[src/rtl/adder_arbiter_pkg.sv]
// rtl/adder_arbiter_pkg.sv - shared defaults, operand type and FSM state encoding for adder_arbiter
package adder_arbiter_pkg;

  localparam int WIDTH_DEF = 16;
  localparam int NREQ_DEF  = 4;

  typedef logic signed [WIDTH_DEF-1:0] data_t;

  typedef enum logic [1:0] {
    IDLE = 2'd0,
    EXEC = 2'd1,
    RESP = 2'd2
  } arb_state_t;

endpackage

[src/rtl/adder.sv]
// rtl/adder.sv - shared combinational two-operand adder
module adder
  import adder_arbiter_pkg::*;
#(
  parameter int WIDTH = WIDTH_DEF
) (
  input  logic [WIDTH-1:0] a,
  input  logic [WIDTH-1:0] b,
  output logic [WIDTH-1:0] c
);

  assign c = a + b;

endmodule

[src/rtl/adder_arbiter_rr_arbiter.sv]
// rtl/adder_arbiter_rr_arbiter.sv - round-robin pick starting one past the last grant
module rr_arbiter
  import adder_arbiter_pkg::*;
#(
  parameter  int NREQ = NREQ_DEF,
  localparam int IDW  = $clog2(NREQ)
) (
  input  logic [NREQ-1:0] req,
  input  logic [IDW-1:0]  last_grant,
  output logic [NREQ-1:0] grant,
  output logic [IDW-1:0]  grant_idx
);

  logic [IDW-1:0] cand;
  logic           found;

  // Walk requesters in rotated order and take the first one that is valid
  always_comb begin
    grant     = '0;
    grant_idx = '0;
    found     = 1'b0;
    cand      = '0;
    for (int k = 1; k <= NREQ; k++) begin
      cand = IDW'((int'(last_grant) + k) % NREQ);
      if (!found && req[cand]) begin
        grant[cand] = 1'b1;
        grant_idx   = cand;
        found       = 1'b1;
      end
    end
  end

endmodule

[src/rtl/adder_arbiter.sv]
// rtl/adder_arbiter.sv - round-robin shared adder; define ADDER_ARBITER_SAT_EN for saturating sums
module adder_arbiter
  import adder_arbiter_pkg::*;
#(
  parameter  int NREQ  = NREQ_DEF,
  parameter  int WIDTH = WIDTH_DEF,
  localparam int IDW   = $clog2(NREQ)
) (
  input  logic                  clk,
  input  logic                  rst,
  input  logic [NREQ-1:0]       req_valid,
  output logic [NREQ-1:0]       req_ready,
  input  logic [NREQ*WIDTH-1:0] req_a,
  input  logic [NREQ*WIDTH-1:0] req_b,
  output logic                  resp_valid,
  input  logic                  resp_ready,
  output logic [WIDTH-1:0]      resp_sum,
  output logic [IDW-1:0]        resp_id,
  output logic                  resp_ovf
);

  arb_state_t       state_q;
  logic [IDW-1:0]   last_grant_q;
  logic [IDW-1:0]   id_q;
  logic [WIDTH-1:0] a_q;
  logic [WIDTH-1:0] b_q;
  logic             resp_valid_q;
  logic [WIDTH-1:0] resp_sum_q;
  logic [IDW-1:0]   resp_id_q;
  logic             resp_ovf_q;

  logic [NREQ-1:0]  grant;
  logic [IDW-1:0]   grant_idx;
  logic [WIDTH-1:0] sum_raw;
  logic [WIDTH-1:0] sum_d;
  logic             ovf_d;

  rr_arbiter #(.NREQ(NREQ)) u_rr (
    .req        (req_valid),
    .last_grant (last_grant_q),
    .grant      (grant),
    .grant_idx  (grant_idx)
  );

  adder #(.WIDTH(WIDTH)) u_adder (
    .a (a_q),
    .b (b_q),
    .c (sum_raw)
  );

  // Overflow is judged on the wrapped sum; saturation only changes the reported value
  assign ovf_d = (a_q[WIDTH-1] == b_q[WIDTH-1]) && (sum_raw[WIDTH-1] != a_q[WIDTH-1]);

`ifdef ADDER_ARBITER_SAT_EN
  assign sum_d = !ovf_d ? sum_raw :
                 a_q[WIDTH-1] ? {1'b1, {(WIDTH-1){1'b0}}} : {1'b0, {(WIDTH-1){1'b1}}};
`else
  assign sum_d = sum_raw;
`endif

  // Only the arbitration winner sees ready, and only while idle and out of reset
  assign req_ready  = (state_q == IDLE && !rst) ? grant : '0;
  assign resp_valid = resp_valid_q;
  assign resp_sum   = resp_sum_q;
  assign resp_id    = resp_id_q;
  assign resp_ovf   = resp_ovf_q;

  // Accept -> add -> present result, one operation in flight at a time
  always_ff @(posedge clk) begin
    if (rst) begin
      state_q      <= IDLE;
      last_grant_q <= IDW'(NREQ - 1);
      id_q         <= '0;
      a_q          <= '0;
      b_q          <= '0;
      resp_valid_q <= 1'b0;
      resp_sum_q   <= '0;
      resp_id_q    <= '0;
      resp_ovf_q   <= 1'b0;
    end else begin
      case (state_q)
        IDLE: begin
          if (|req_valid) begin
            a_q          <= req_a[int'(grant_idx)*WIDTH +: WIDTH];
            b_q          <= req_b[int'(grant_idx)*WIDTH +: WIDTH];
            id_q         <= grant_idx;
            last_grant_q <= grant_idx;
            state_q      <= EXEC;
          end
        end
        EXEC: begin
          resp_sum_q   <= sum_d;
          resp_ovf_q   <= ovf_d;
          resp_id_q    <= id_q;
          resp_valid_q <= 1'b1;
          state_q      <= RESP;
        end
        RESP: begin
          if (resp_ready) begin
            resp_valid_q <= 1'b0;
            state_q      <= IDLE;
          end
        end
        default: state_q <= IDLE;
      endcase
    end
  end

endmodule

[config.mk]
export PLATFORM = sky130hd
export DESIGN_NAME = adder_arbiter
export DESIGN_NICKNAME = d
export VERILOG_FILES = /design/src/rtl/adder_arbiter_pkg.sv /design/src/rtl/adder.sv /design/src/rtl/adder_arbiter_rr_arbiter.sv /design/src/rtl/adder_arbiter.sv
export SDC_FILE = /design/constraint.sdc
export NUM_CORES = 1
export LEC_CHECK = 0
export ABC_AREA = 1
export CORE_ASPECT_RATIO = 0.75
export CORE_MARGIN = 5
export CORE_UTILIZATION = 65
export DETAILED_ROUTE_END_ITERATION = 8
export DONT_BUFFER_PORTS = 1
export PLACE_DENSITY = 0.84
export SYNTH_ARGS = -nofsm -noshare
export SYNTH_HDL_FRONTEND = slang
export SYNTH_HIERARCHICAL = 1
export SYNTH_SLANG_ARGS = --single-unit
[constraint.sdc]
create_clock -name clk -period 4.5 [get_ports clk]
set_clock_uncertainty 0.2 [all_clocks]
set_input_delay 1.35 -clock clk [delete_from_list [all_inputs] [get_ports clk]]
set_output_delay 1.35 -clock clk [all_outputs]
set_load 0.1 [all_outputs]
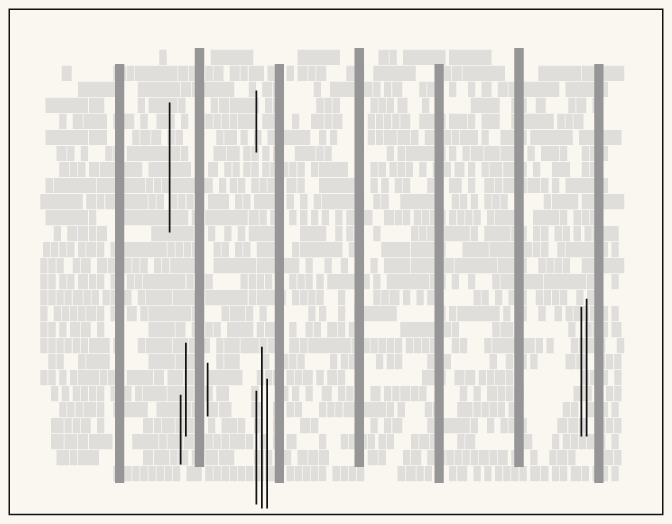
**Above:** met4 routing.
Supply wires on this layer in gray. Cells faint in the background.
The longest straight run is 27.2 um. The layer carries 181 um of wire.
vias: 5,115
Routed Wire Length: 13,300 um

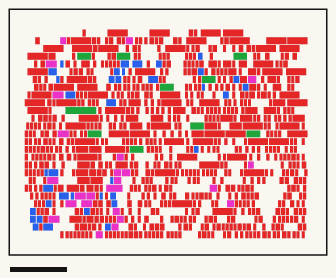
**Above:** cells by drive strength.
Bar = 20 um.
Blue stands for drive 2, cells 37, share 4.3%, most used nand2_2. Green stands for drive 6 and up, cells 10, share 1.2%, most used clkbuf_8. Red stands for drive 1 or less, cells 798, share 92%, most used nand2_1. Magenta stands for drive 3 to 4, cells 24, share 2.8%, most used buf_4.
min setup slack post-route: 279 ps
final instance area: 5130 um^2
Signal buffers: 9

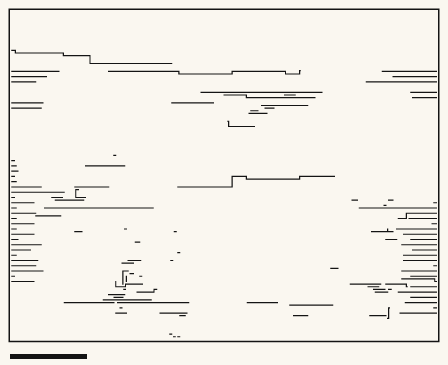
**Above:** met3 routing.
Bar = 20 um.
The longest straight run is 31.3 um. The wires run mostly horizontal. 103 nets have wire on it.
global-route met3 utilization: 0.0663

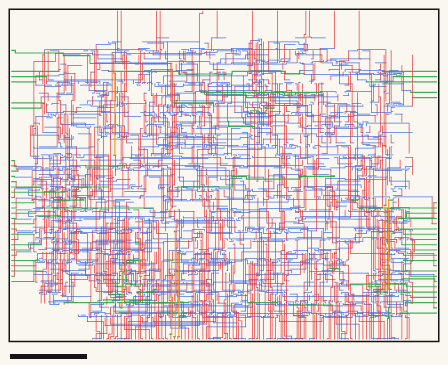
**Above:** routed metal, one color a layer.
Bar = 20 um.
Orange stands for met4, wire length 181 um. Red stands for met2, wire length 6,360 um. Green stands for met3, wire length 831 um. Blue stands for met1, wire length 5,900 um.
DR WL/cell: 13.7 um
GRT Overall Usage: 0.275

==> Changelog: implementation <==
## Flow update

* Multi-input combinational area share at 0.594
* P_seq at 1.06 mW
* Initial antenna violation count at 0
* Max-cap violations at 0
* Cell Type Count at 33
* WL met1 at 5900 um
* Register area at 1160 um^2
* Sw frac at 0.566
* Synth Flop Type: dfxtp_1
* Clk pwr share at 0.111
* Seq pwr share at 0.253
* HPWL after detailed placement at 10,300 um
* Post-CTS Hold Fix Bufs at 0
* Clock buffers at 10
* Outcome: finished clean
* Tool Warnings at 33
* # rows at 27
* Peak supply drop at 0.387 mV
* Non-clock buffer share at 0.0132
* Syn nets at 1,038
* Slew HR at 0.350
* P_sw at 2.38 mW
* Layout inverter count without the clock tree at 142
* Critical path type: reg2out
* Initial core utilization at 0.672
* Comb pwr at 2.67 mW
* Critical R2R Capture: a_q[15]
* RSZ-0062 raised after global routing: false
* Post-CTS resize count at 0
* Count of pins over their slew limit at 0
* Insertion Delay late pin at 340 ps
* Multi-input logic area at 3050 um^2
* Post-synth EDFFs at 0
* Arrival time of the worst setup path at 2670 ps
* Final Util at 0.697
* Flop share of the area at 0.226
* Sink Count at 58
* Met1 usage at 0.345
* End of the critical path: req_ready[3]
* Seq/Total Area, Yosys at 0.235
* Hold Crit Depth at 2
* Finish-stage setup viols at 0
* Dpl ws at 454 ps
* Met2 WL post-DR at 6360 um
* Clock Path Buffers at 2
No activity file was given, so power comes from the tool's default toggle rates.
